**config.mk**
```make
export PLATFORM = sky130hd
export DESIGN_NAME = multicycle_control_unit
export DESIGN_NICKNAME = d
export VERILOG_FILES = /design/src/rtl/multicycle_control_unit.sv
export SDC_FILE = /design/constraint.sdc
export NUM_CORES = 1
export LEC_CHECK = 0
export CAP_MARGIN = 20
export CELL_PAD_IN_SITES_DETAIL_PLACEMENT = 0
export CELL_PAD_IN_SITES_GLOBAL_PLACEMENT = 1
export CORE_UTILIZATION = 33
export CTS_CLUSTER_DIAMETER = 120
export DETAILED_ROUTE_END_ITERATION = 6
export PLACE_DENSITY_LB_ADDON = 0.05
export SETUP_SLACK_MARGIN = 0.5
export SLEW_MARGIN = 20
export SYNTH_ARGS = -nofsm -noshare
export SYNTH_HDL_FRONTEND = slang
export SYNTH_SLANG_ARGS = --single-unit
```
**constraint.sdc**
```tcl
create_clock -name clk -period 1.94 [get_ports clk]
set_clock_uncertainty 0.15 [all_clocks]
set_input_delay 0.291 -clock clk [delete_from_list [all_inputs] [get_ports clk]]
set_output_delay 0.291 -clock clk [all_outputs]
set_load 0.02 [all_outputs]
```
**src/rtl/multicycle_control_unit.sv**
```systemverilog
// ---------------------------------------------------------------------------
// multicycle_control_unit
//
// Purpose:
//   Multi-cycle control unit for the 8-bit core. Accepts one instruction per
//   ready/valid handshake and steps it through FETCH, DECODE, EXEC, MEM and
//   WB. Datapath strobes are Moore outputs, decoded from the state register
//   and the opcode/func latched at the handshake. An instruction waits in MEM
//   until the data memory reports completion. Undefined encodings raise a
//   one-cycle illegal pulse in DECODE and return to FETCH without retiring.
//
// Optional feature (compile-time macro):
//   CU_PERF_CNT_EN - adds the instr_count output, a CNT_W-bit wrapping count
//                    of retired instructions. Without the macro, the port and
//                    the counter are absent.
//
// Ports:
//   clk          in   rising-edge clock
//   rst_n        in   asynchronous active-low reset
//   instr_valid  in   fetch side presents an instruction
//   instr_ready  out  unit accepts an instruction (FETCH only)
//   opcode       in   opcode, sampled on the handshake
//   func         in   R-type function field, sampled on the handshake
//   mem_ready    in   data memory finished the current access (MEM only)
//   RegWrite     out  register file write strobe
//   AluSrc       out  0 = register operand, 1 = immediate
//   AluControl   out  ALU operation select
//   MemWrite     out  data memory write strobe
//   MemtoReg     out  writeback source is memory
//   jump         out  PC load strobe
//   r2Chooser    out  second read port selects the rd/source field
//   retire       out  one-cycle pulse as an instruction completes
//   illegal      out  one-cycle pulse on an undefined encoding
//   instr_count  out  retired-instruction count (CU_PERF_CNT_EN only)
// ---------------------------------------------------------------------------
module multicycle_control_unit #(
  parameter int OPCODE_W  = 4,
  parameter int FUNC_W    = 3,
  parameter int ALUCTRL_W = 3,
  parameter int CNT_W     = 16
) (
  input  logic                 clk,
  input  logic                 rst_n,
  input  logic                 instr_valid,
  output logic                 instr_ready,
  input  logic [OPCODE_W-1:0]  opcode,
  input  logic [FUNC_W-1:0]    func,
  input  logic                 mem_ready,
  output logic                 RegWrite,
  output logic                 AluSrc,
  output logic [ALUCTRL_W-1:0] AluControl,
  output logic                 MemWrite,
  output logic                 MemtoReg,
  output logic                 jump,
  output logic                 r2Chooser,
  output logic                 retire,
  output logic                 illegal
`ifdef CU_PERF_CNT_EN
  ,
  output logic [CNT_W-1:0]     instr_count
`endif
);

  typedef enum logic [2:0] {
    S_FETCH  = 3'd0,
    S_DECODE = 3'd1,
    S_EXEC   = 3'd2,
    S_MEM    = 3'd3,
    S_WB     = 3'd4
  } state_t;

  // Instruction class of the latched encoding; K_BAD covers every
  // undefined encoding.
  typedef enum logic [2:0] {
    K_R    = 3'd0,
    K_ADDI = 3'd1,
    K_LW   = 3'd2,
    K_SW   = 3'd3,
    K_CMP  = 3'd4,
    K_JMP  = 3'd5,
    K_BAD  = 3'd6
  } kind_t;

  localparam logic [OPCODE_W-1:0]  OP_R    = OPCODE_W'(4'b0000);
  localparam logic [OPCODE_W-1:0]  OP_ADDI = OPCODE_W'(4'b0100);
  localparam logic [OPCODE_W-1:0]  OP_LW   = OPCODE_W'(4'b1011);
  localparam logic [OPCODE_W-1:0]  OP_SW   = OPCODE_W'(4'b1111);
  localparam logic [OPCODE_W-1:0]  OP_CMP  = OPCODE_W'(4'b1000);
  localparam logic [OPCODE_W-1:0]  OP_JMP  = OPCODE_W'(4'b0010);
  // The all-ones function code is not an R-type operation.
  localparam logic [FUNC_W-1:0]    FUNC_ILL = {FUNC_W{1'b1}};
  localparam logic [ALUCTRL_W-1:0] ALU_ADD  = '0;
  localparam logic [ALUCTRL_W-1:0] ALU_CMP  = ALUCTRL_W'(3'b111);

  state_t              state_q, state_d;
  logic                run_q;
  logic [OPCODE_W-1:0] opcode_q;
  logic [FUNC_W-1:0]   func_q;
  kind_t               kind;
  logic [ALUCTRL_W-1:0] alu_ctrl;
  logic                alu_src;

  // ------------------------------------------------------------------------
  // State and instruction registers
  // ------------------------------------------------------------------------
  // run_q keeps instr_ready low while reset is held and rises on the first
  // clock after release, so the fetch side never sees ready during reset.
  always_ff @(posedge clk or negedge rst_n) begin
    if (!rst_n) begin
      state_q  <= S_FETCH;
      run_q    <= 1'b0;
      opcode_q <= '0;
      func_q   <= '0;
    end else begin
      state_q <= state_d;
      run_q   <= 1'b1;
      if (state_q == S_FETCH && run_q && instr_valid) begin
        opcode_q <= opcode;
        func_q   <= func;
      end
    end
  end

  // ------------------------------------------------------------------------
  // Instruction classification of the latched encoding
  // ------------------------------------------------------------------------
  always_comb begin
    kind = K_BAD;
    case (opcode_q)
      OP_R:    kind = (func_q == FUNC_ILL) ? K_BAD : K_R;
      OP_ADDI: kind = K_ADDI;
      OP_LW:   kind = K_LW;
      OP_SW:   kind = K_SW;
      OP_CMP:  kind = K_CMP;
      OP_JMP:  kind = K_JMP;
      default: kind = K_BAD;
    endcase
  end

  // ALU controls set up in EXEC and held through MEM and WB so the datapath
  // result stays stable until it is written back.
  always_comb begin
    alu_ctrl = ALU_ADD;
    alu_src  = 1'b0;
    case (kind)
      K_R:                 alu_ctrl = ALUCTRL_W'(func_q);
      K_ADDI, K_LW, K_SW:  alu_src  = 1'b1;
      K_CMP:               alu_ctrl = ALU_CMP;
      K_JMP:               alu_src  = 1'b1;
      default: begin
        alu_ctrl = ALU_ADD;
        alu_src  = 1'b0;
      end
    endcase
  end

  // ------------------------------------------------------------------------
  // Next-state and Moore output decode
  // ------------------------------------------------------------------------
  always_comb begin
    state_d     = state_q;
    instr_ready = 1'b0;
    RegWrite    = 1'b0;
    AluSrc      = 1'b0;
    AluControl  = '0;
    MemWrite    = 1'b0;
    MemtoReg    = 1'b0;
    jump        = 1'b0;
    r2Chooser   = 1'b0;
    retire      = 1'b0;
    illegal     = 1'b0;

    case (state_q)
      S_FETCH: begin
        instr_ready = run_q;
        if (run_q && instr_valid) begin
          state_d = S_DECODE;
        end
      end

      S_DECODE: begin
        if (kind == K_BAD) begin
          illegal = 1'b1;
          state_d = S_FETCH;
        end else begin
          state_d = S_EXEC;
        end
      end

      S_EXEC: begin
        AluControl = alu_ctrl;
        AluSrc     = alu_src;
        r2Chooser  = (kind == K_SW) || (kind == K_CMP);
        jump       = (kind == K_JMP);
        case (kind)
          K_R, K_ADDI: state_d = S_WB;
          K_LW, K_SW:  state_d = S_MEM;
          K_CMP, K_JMP: begin
            retire  = 1'b1;
            state_d = S_FETCH;
          end
          default:     state_d = S_FETCH;
        endcase
      end

      // No timeout: a memory that never answers holds the unit here.
      S_MEM: begin
        AluControl = alu_ctrl;
        AluSrc     = alu_src;
        if (kind == K_SW) begin
          MemWrite  = 1'b1;
          r2Chooser = 1'b1;
          if (mem_ready) begin
            retire  = 1'b1;
            state_d = S_FETCH;
          end
        end else begin
          MemtoReg = 1'b1;
          if (mem_ready) begin
            state_d = S_WB;
          end
        end
      end

      S_WB: begin
        AluControl = alu_ctrl;
        AluSrc     = alu_src;
        RegWrite   = 1'b1;
        MemtoReg   = (kind == K_LW);
        retire     = 1'b1;
        state_d    = S_FETCH;
      end

      default: state_d = S_FETCH;
    endcase
  end

`ifdef CU_PERF_CNT_EN
  // ------------------------------------------------------------------------
  // Retired-instruction counter (wraps naturally at 2^CNT_W)
  // ------------------------------------------------------------------------
  logic [CNT_W-1:0] count_q, count_d;

  assign count_d = retire ? count_q + CNT_W'(1) : count_q;

  always_ff @(posedge clk or negedge rst_n) begin
    if (!rst_n) begin
      count_q <= '0;
    end else begin
      count_q <= count_d;
    end
  end

  assign instr_count = count_q;
`else
  // CNT_W only sizes the optional counter.
  logic unused_cnt_w;
  assign unused_cnt_w = ^CNT_W;
`endif

endmodule

```
==> results.yml <==
# synthesis and place-and-route metrics
logic_synthesis:
  synth_warnings: 0
  yosysTopAreaCellShare_pct: 37.9
  common_cells: "dfrtp_1 (11), mux2_2 (7), a21oi_1 (5)"
  synthTopCellsByArea: "dfrtp_1 (38%), mux2_2 (11%), a21oi_1 (3.4%)"
  mux_share_pct: 10.8
  syn-num-nets: 85
  syn_inst: 74
  synth-xor-area-share_pct: 1.20
  synth-seq-cells: 11
  synthAoiAreaFrac_pct: 15.3
  synthArstFlopShare_pct: 100
  ys_cells: 74
  dominantRegCellSynth: "dfrtp_1"
  avgSynthCellArea_um2: 9.82
  synthTopLogicFamily: "simple AND/OR/NAND/NOR gates"
  ys_sh_simple_pct: 29.4
  synth_area_um2: 727
  edf_count: 0
  synth_area_leader_cell: "dfrtp_1"
  ys_area_um2: 727
  ys_seq_share_pct: 37.9
  fa_ha_area_share_pct: 0
  synth_cell_type_count: 35
  synth.most_common_cell: "dfrtp_1"
clock_network:
  cts_buffer_depth: 2
  numCtsBuffers: 3
  htree_levels: 1
  cts.clk_slew.worst_paths_ns: 0.07
  ctsHoldBuffers: 0
  clock_sinks: 11
  cts_tree: "built"
  root_buffer: "clkbuf_4"
  clk_latency_ns: 0.27
cells_and_area:
  clk_share_pct: 1.64
  final_area_um2: 1600
  final_cell_mix: "buf_4 (35), buf_6 (18), clkdlybuf4s50_1 (10), mux2_4 (6), dfrtp_2 (6)"
  logic_gates: 56
  lay_top_count: "buf_4"
  syn_to_final_growth_pct: 121
  finalNetCount: 148
  final.fill_count: 129
  clkbuf_count: 4
  final_util_pct: 79.3
  final-comb-area_um2: 672
  seq_share_pct: 17.6
  dominant_cells: "logic gates"
  antenna_cells: 0
  stdcell_count: 163
  flops: 11
  inverters: 1
  drive_above_1_share_pct: 76.5
  final-nonclk-buf-share_pct: 36.5
  regArea_um2: 283
  comb_area_share_pct: 41.9
  buffers: 64
power_and_ir_drop:
  swShare_pct: 42.3
  p_sw_mw: 0.950
  p_clk_mw: 0.156
  power_frac_seq_pct: 20.9
  power_mw: 2.25
  peakVddDrop_mv: 0.905
  p_leak_nw: 0.677
  power_frac_comb_pct: 72.1
  p_comb_mw: 1.62
  pwr-share-clk_pct: 7.0
  p_per_area_nw_per_um2: 1400
  maxPowerGroup: "combinational logic"
  seq_power_mw: 0.469
  p_int_mw: 1.29
routing:
  drt_iter0_markers: 4
  ant_nets: 0
  drc_errors: 0
  drt-wirelength-per-cell_um: 15.9
  vias_per_cell: 5.20
  wl_mm: 2.59
  vias: 848
  drt_first_pass_iters: 4
final_timing:
  drv_slew: 0
  fmax_mhz: 494
  hold_ws_ns: 0.201
  setup_ws_ns: -0.0839
  hold_viol: 0
  fin_crit_ns: 2.02
  fin_crit_sh_pct: 104
  fin_setup_tns_ns: -0.329
  finalSetupViolCount: 6
  rsz0062_at_grt: "yes"
place:
  place_congestion: 0.792
  placed_cell_area_um2: 1230
  place_worst_setup_slack_ns: -0.238
  dp.cells: 144
  dp_hpwl_mm: 1.50
  io_buffers: 22
global_routing:
  grt_max_degree: 12
  grt_overflow_total: 0
  grt_pass1_wl_mm: 3.97
  grt_usage_pct: 21.9
  antenna_found_initial: 0
  grt_pass1_vias: 818
setup_path:
  crit_path_start: "opcode_q[3]$_DFFE_PN0P_"
  reg2reg_to: "opcode_q[2]$_DFFE_PN0P_"
  critPathCapture: "AluControl[0]"
  path_class: "reg -> out"
  cp-start-kind: "register"
  cp-end-kind: "output port"
  crit_fanout: 7
  r2r_start: "state_q[2]$_DFFE_PN0P_"
  critPathRequiredTime_ns: 1.50
  ff2ff_path_depth: 7
  crit_arrival_ns: 1.58
  ff2ff_setup_slack_ns: 0.05
floorplanning:
  die_w_um: 48.9
  fp_util_pct: 36.0
  fp-row-count: 16
  die_area_um2: 2390
  coreArea_um2: 2020
  n_tap_cell: 27
  ioPinCount: 23
  die_h_um: 48.9
run_status:
  outcome: "complete, but fails checks"
  violations: "setup timing"
worst_hold_path:
  hp-class: "in -> async"
run:
  maxCapViolations: 0
  warnings: 29
==> sequential cells by signal (all words and copies together), names as in the netlist <==
name / flops
func_q: 3
opcode_q: 4
run_q: 1
state_q: 3
==> critical path, cell delays in order (launching register included) <==
cell and delay (ns):
dfrtp_2 0.46, buf_6 0.14, or3_4 0.36, a21oi_4 0.18
nor2_4 0.05, buf_6 0.13
==> timing repair <==
action / 4_1_cts / 5_1_grt
resized: 104 / 14
endpoints found under the setup margin: 22 / 22
pin swaps: 12 / 10
setup buffers: 9 / 6
gates cloned: 0 / 0
==> per-layer routing <==
metal / up-vias / wire length, um / global-route usage [%]
met5: - / 0 / 0
met4: 0 / 36 / 10.3
met3: 4 / 56 / 1.56
met2: 20 / 1340 / 36.8
met1: 425 / 1150 / 28.4
li1: 399 / - / -
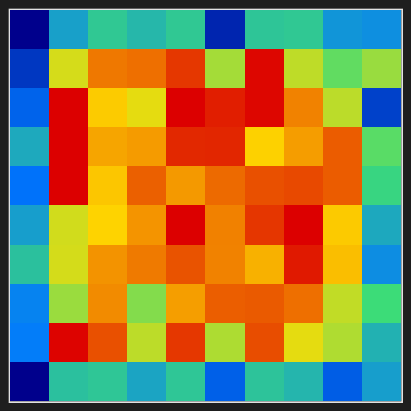
util_map.png
Scale: 8 px per um. The die is cut into 10 by 10 equal tiles; dark blue is low, red is high, 0 to 100% covered.
nearly empty tiles: 2.0%
densest ninth of the die: centre
tiles over 75% full: 49%
mean over tiles: 66%
fullest tile: 100%

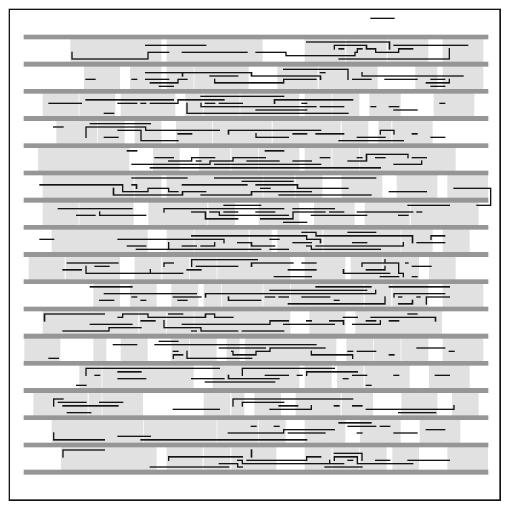
m1.png
Scale: 10 px per um. Supply wires on this layer in grey. Cells faint in the background.
nets with wire on the layer: 125
longest straight run: 23.0 um
share of all routed wire: 45%

Power and IR drop assume default switching activity.
